### Clock wires, drivers and flops, run 1

Scale: 4 px per um.
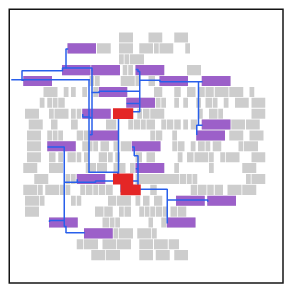
### Placement by cell class, run 1

Scale: 4 px per um.
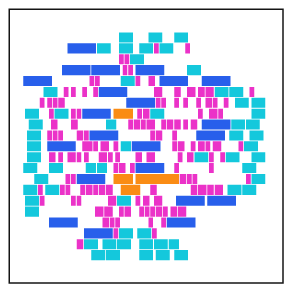
### Sequential cells colored by netlist name, run 1

Scale: 4 px per um.
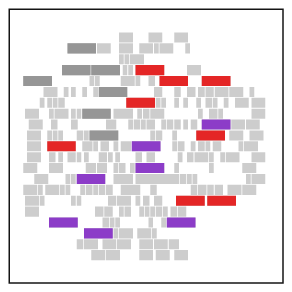
==> config.mk <==
export PLATFORM = sky130hd
export DESIGN_NAME = ram_arbiter_2p
export DESIGN_NICKNAME = d
export VERILOG_FILES = /design/src/rtl/ram_arb_pkg.sv /design/src/rtl/rr_arb2.sv /design/src/rtl/ram_arbiter_2p.sv
export SDC_FILE = /design/constraint.sdc
export NUM_CORES = 1
export LEC_CHECK = 0
export ABC_AREA = 1
export CAP_MARGIN = 20
export CORE_MARGIN = 3
export CORE_UTILIZATION = 30
export DETAILED_ROUTE_END_ITERATION = 12
export HOLD_SLACK_MARGIN = 0.12
export PLACE_DENSITY = 0.71
export SYNTH_ARGS = -nofsm -noshare
export SYNTH_HDL_FRONTEND = slang
export SYNTH_SLANG_ARGS = --single-unit
==> constraint.sdc <==
create_clock -name clk -period 2.25 [get_ports clk]
set_input_delay 0.225 -clock clk [delete_from_list [all_inputs] [get_ports clk]]
set_output_delay 0.225 -clock clk [all_outputs]
set_load 0.01 [all_outputs]
==> CHANGELOG.md, run 1 <==
### Changed

* Status: completed
* CP Cell Sequence: inv_1 > nor2_1 > clkdlybuf4s50_1
* Rel. slew slack at 0.709
* First-pass GRT wire length at a little under 5000 um
* Arr. time, crit path at 1240 ps
* Initial DRC count at between 100 and 150
* Power Total at about 1.0 mW
* Fin Setup TNS at 0 ps
* Top Layout Cells: clkdlybuf4s50_1 (55), nand2_1 (54), inv_1 (26)
* Layout cells sized above 1 at 0.0500
* Synth top area share at 0.381
* Global Route Usage Sum at 0.134
* Period utilization at 0.651
* Syn Area/Cell at 6.61 sq um
* Cell Type Count at 13
* Register area share after synthesis at 0.381
* Leak at approximately 0.84 nW
* Ys cells at 175
* Hold_buf cts at 0
* Core Rows at 21
* Post-CTS resize count at 0
* Routability cong. at 0.716
* Mapped Nets at 219
* Fin. Hold Viols at 0
* Antenna violations before repair at 0
* R2R cell count at 5
* Drt pass-1 iters at 4
* Chip height at 68.1 um
* Root buf cell: clkbuf_8
* Number of max-cap violations at 0
* Clk slew on worst S/H paths at around 80 ps
* Cts bufs inserted at 3
* CP Capture Type: output port
* Worst-Margin Slew at 436 ps
* Pins over their slew limit at 0
* Synthesis-to-finish area growth at 51.2%
* Worst Hold Class: register to register
* Max FFs per register at 8
* Floorplan utilization at 0.328
* Warnings, synthesis at 0
* Yosys stat area at 1160 sq um
* Cells after Synth at 175
* Setup Buffers After CTS at 0
* Post-route ant nets at 0
* GRT overflow at 0
* Pwr Density at 597 nW/um^2
* CTS tree: built
* CTS Buffer Depth at 2
* Worst reg-to-reg setup slack at 1130 ps
* Cell taking the most area after synthesis: dfxtp_1
* Crit-path max FO at 2
* WL final at around 3000 um
* Chip Area at 4630 sq um
* Dpl cell area at around 1700 sq um
* Vias at between 1000 and 1500
* Ports at roughly 70
* Min Tclk post-route at 1460 ps
* Port Buffers at 55
* Crit path kind: register to output port
* Yosys reg bits at 22
* Slowest stage cell, crit path: clkdlybuf4s50_1
* N_diodes at 0
* Top cell excl fill/tap: clkdlybuf4s50_1
* DP Wirelength at 2230 um
* Cell area after synthesis at between 1000 and 1500 sq um
* Largest cells by area after synthesis: dfxtp_1 (38%), nand2_1 (18%), inv_1 (8.4%)
* Nets at approximately 270
* Largest stage delay, worst path at 540 ps
* Worst vdd rail ir drop at 350 uV
* WP data required at 2030 ps
* Startpoint types: register
* Drt via density at about 4.6
* Hold Path Cell Cnt at 2
* RSZ-0062 raised after global routing: no
* Count of tool warnings at 26
* Endpoints failing setup at 0
* Clock Sinks at 22
* WL/cell at 11.5 um
About 'Clock wires, drivers and flops':
[purple] flip-flops | count: 22
[red] cells driving clock nets | count: 3
[blue] clock wires | length: 277 um
routed clock nets: 4
Setup Skew: 1.73 ps
clk latency late pin: 260 ps
Clk network pwr share: 0.348
clk pwr: 363 uW

About 'Placement by cell class':
[orange] clock drivers and dummy loads | cells: 4
[cyan] other buffers and delay cells | cells: 60
[blue] flip-flops | cells: 22
[magenta] all other logic | cells: 134
Final Cell Area: 1750 sq um
final core occ: 0.496
core area: 3520 sq um

About 'Sequential cells colored by netlist name':
[red] ram_din | flops: 8
[purple] ram_addr | flops: 7
not colored: 7
seq pwr: 433 uW
sequential standard cell area: 440 sq um
sequential share of cell area: 0.252

-- run 1: critical path, delay by kind of cell, from the launching register on --
| family | cells | cell delay, ps |
|---|---|---|
| and+or+nand+nor | 1 | 70 |
| DFF | 1 | 330 |
| buffers and inverters | 2 | 580 |
-- run 1: cells in the mapped netlist --
cell type and count:
a21oi_1 14, buf_2 7, buf_4 10, buf_6 1
clkbuf_1 1, dfxtp_1 22, inv_1 26, nand2_1 54
nand2_2 2, nand3_1 19, nand4_1 15, nor2_1 3
o211ai_1 1
-- run 1: routing by layer --
layer	wire, um	track usage
met1	1370	0.170
met2	1370	0.221
met3	262	0.0279
met4	42	0.0546
met5	0	0
-- run 1: where the power goes --
part	internal, mW	switching, mW
combinational	0.136	0.111
sequential	0.419	0.0143
clock	0.237	0.126
total	0.793	0.251
-- run 1: area by class of cell --
type                            instances  area (sq um)
Multi-Input combinational cell        108           493
Inverter                               26          97.6
Fill cell                             371          1770
Clock inverter                          1          30.0
Timing Repair Buffer                   60           588
Tap cell                               46          57.6
Clock buffer                            3          41.3
Sequential cell                        22           440
-- run 1: cells by family (layout without fill, tap and decap cells) --
logic type	count (synthesis)	after routing	synth area share
buffers and inverters	45	90	0.193
AND/OR/NAND/NOR	93	93	0.359
AND-OR/OR-AND	15	15	0.0671
flip-flops	22	22	0.381
-- run 1: through the flow --
step                 util  std cells  hold WS [ps]  setup slack [ps]
detailed placement  0.476        262           401               557
CTS                 0.496        266           413               767
global placement    0.476        262           389               606
global route        0.496        266           450               665
floorplan               -        175           354              1320
finish              0.496        266           409               785
### Placed standard cells, run 1

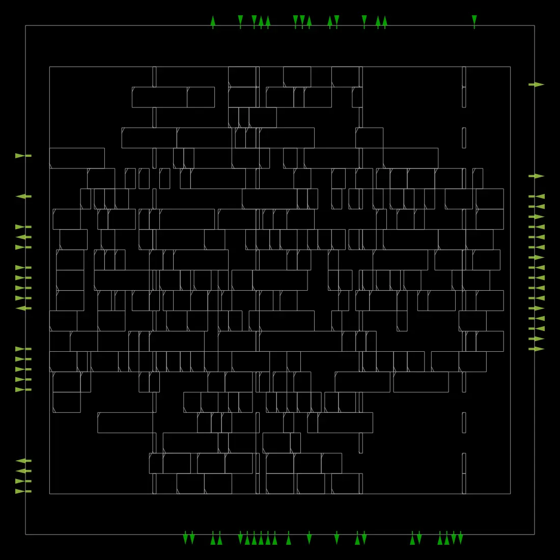

==> run 1 -> run 2 <==
==> constraint.sdc (replaced) <==
create_clock -name clk -period 1.4 [get_ports clk]
set_input_delay 0.14 -clock clk [delete_from_list [all_inputs] [get_ports clk]]
set_output_delay 0.14 -clock clk [all_outputs]
set_load 0.01 [all_outputs]
### Placed standard cells, run 2

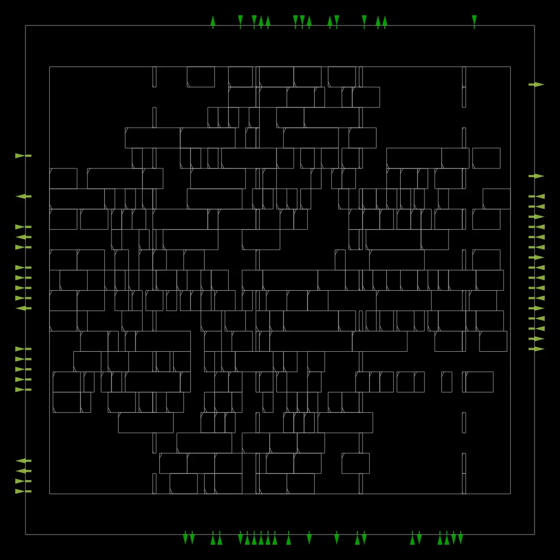
Fillers: 359
number of well taps: 46

==> run 2 against run 1 <==
  * Clock skew increased by 2.2 ps
  * Total power increased by 64%
  * Setup slack got worse by 680 ps
  * Synthesized cell count unchanged
  * First-iteration DRC count increased by 19%
  * Wire length increased by 3.0%
  * Critical endpoint is now ram_din[6]
  * Largest cell class unchanged
==> CHANGELOG.md, run 2 <==
### Changed

* CTS tree: built (unchanged)
* Worst path depth at 1 (was 3)
* Met3 GRT Util at 0.0296 (was 0.0279)
* Cell area after synthesis at 1160 sq um (unchanged)
* N_diodes at 0 (unchanged)
* WP data required at 1260 ps (was 2030 ps)
* Warnings, synthesis at 0 (unchanged)
* Combinational power share at 0.248 (was 0.237)
* CP Cell Sequence: clkdlybuf4s50_1 (was inv_1 > nor2_1 > clkdlybuf4s50_1)
* Slowest stage cell, crit path: clkdlybuf4s50_1 (unchanged)
* Antenna violations before repair at 0 (unchanged)
* Post-route ant nets at 0 (unchanged)
* First-pass GRT wire length at 5040 um (was 4840 um)
* Status: completed (unchanged)
* Largest stage delay, worst path at 540 ps (about the same)
* Count of tool warnings at 26 (unchanged)
* Rel. slew slack at 0.696 (was 0.709)
* Sw Share at 0.243 (was 0.241)
* DP Worst Slack at -41.8 ps (was 557 ps)
* Final worst slack at 107 ps (was 785 ps)
* Number of max-cap violations at 0 (unchanged)
* Cell Type Count at 13 (unchanged)
* Max FFs per register at 8 (unchanged)
* Endpoints failing setup at 0 (unchanged)
* Period utilization at 0.924
* Final hold slack at 280 ps (was 409 ps)
* WL/cell at 11.5 um (about the same)
* Pins over their slew limit at 0 (unchanged)
* Worst vdd rail ir drop at 476 uV (was 350 uV)
* Worst Hold Class: input port to output port (was register to register)
* Clock Sinks at 22 (unchanged)
* WL final at 3140 um (was 3050 um)
* Register area share after synthesis at 0.381 (unchanged)
* Clk slew on worst S/H paths at 80 ps (about the same)
* Floorplan utilization at 0.328 (unchanged)
* Worst reg-to-reg setup slack at 390 ps (was 1130 ps)
* Synthesis-to-finish area growth at 57.6% (was 51.2%)
* Routability cong. at 0.798 (was 0.716)
* Vias at 1262 (was 1218)
* Cell taking the most area after synthesis: dfxtp_1 (unchanged)
* Hold_buf cts at 0 (unchanged)
* GRT overflow at 0 (unchanged)
* Cts bufs inserted at 3 (unchanged)
* CP Capture Type: output port (unchanged)
* Layout cells sized above 1 at 0.0833 (was 0.0500)
* Clk latency late pin at 260 ps (about the same)
* Fin. Hold Viols at 0 (unchanged)
* Crit-path max FO at 2 (unchanged)
* Leak at 0.906 nW (was 0.841 nW)
* Drt pass-1 iters at 4 (unchanged)
* P_sw at 416 uW (was 251 uW)
* Chip height at 68.1 um (unchanged)
* Met2 Track Usage GR at 0.236 (was 0.221)
### Sequential cells colored by netlist name, run 2

Scale: 4 px per um.
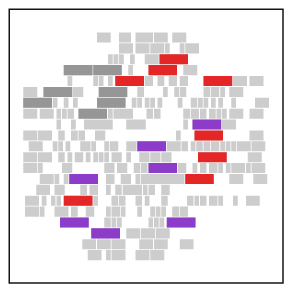
[purple] ram_addr | flops: 7
[red] ram_din | flops: 8
final core occ: 0.517
sequential share of cell area: 0.242
seq pwr: 697 uW

## run 2: cell count changes in the layout (fill, tap and decap cells not counted), sizes merged
cell,delta
clkdlybuf4s50,-2
dlymetal6s2s,+1
dlygate4sd2,+1
buf,+8
## run 2: repair_timing
| item | in CTS | in global routing |
|---|---|---|
| pin swaps | 0 | 0 |
| resized | 1 | 1 |
| endpoints found under the setup margin | 1 | 1 |
## run 2: kinds of logic after synthesis
logic type             after synthesis  share of synthesized area
and+or+nand+nor                     93                      0.359
buffers and inverters               45                      0.193
DFF                                 22                      0.381
AOI/OAI and AO/OA                   15                     0.0671
## run 2: area by class of cell
cell class | count | area, sq um | area share
clock inverters | 1 | 30.0 | 0.0165
multi-input cells | 108 | 493 | 0.271
clock buffers | 3 | 41.3 | 0.0227
flip-flops and latches | 22 | 440 | 0.242
inverters | 26 | 97.6 | 0.0536
repair buffers | 68 | 662 | 0.363
well taps | 46 | 57.6 | 0.0316
## run 2: power groups by stage
stage | clock, mW | combinational, mW | sequential, mW
2_1_floorplan | 0 | 0.191 | 0.729
3_3_place_gp | 0 | 0.425 | 0.711
3_5_place_dp | 0 | 0.426 | 0.712
4_1_cts | 0.606 | 0.427 | 0.697
5_1_grt | 0.627 | 0.469 | 0.704
6_report | 0.589 | 0.424 | 0.697
## run 2: metrics by stage
step,instances,power (mW),setup TNS (ps)
2_1_floorplan,175,0.920,0
3_3_place_gp,270,1.14,0
3_5_place_dp,270,1.14,-174
4_1_cts,274,1.73,0
5_1_grt,274,1.80,0
6_report,274,1.71,0
## run 2: per-layer routing
layer	up-vias	wire length (um)
met2	47	1450
met3	6	258
met5	-	0
met4	0	22
met1	554	1410
li1	655	-
Power figures rest on the tool's default switching activity, not on a simulated workload.
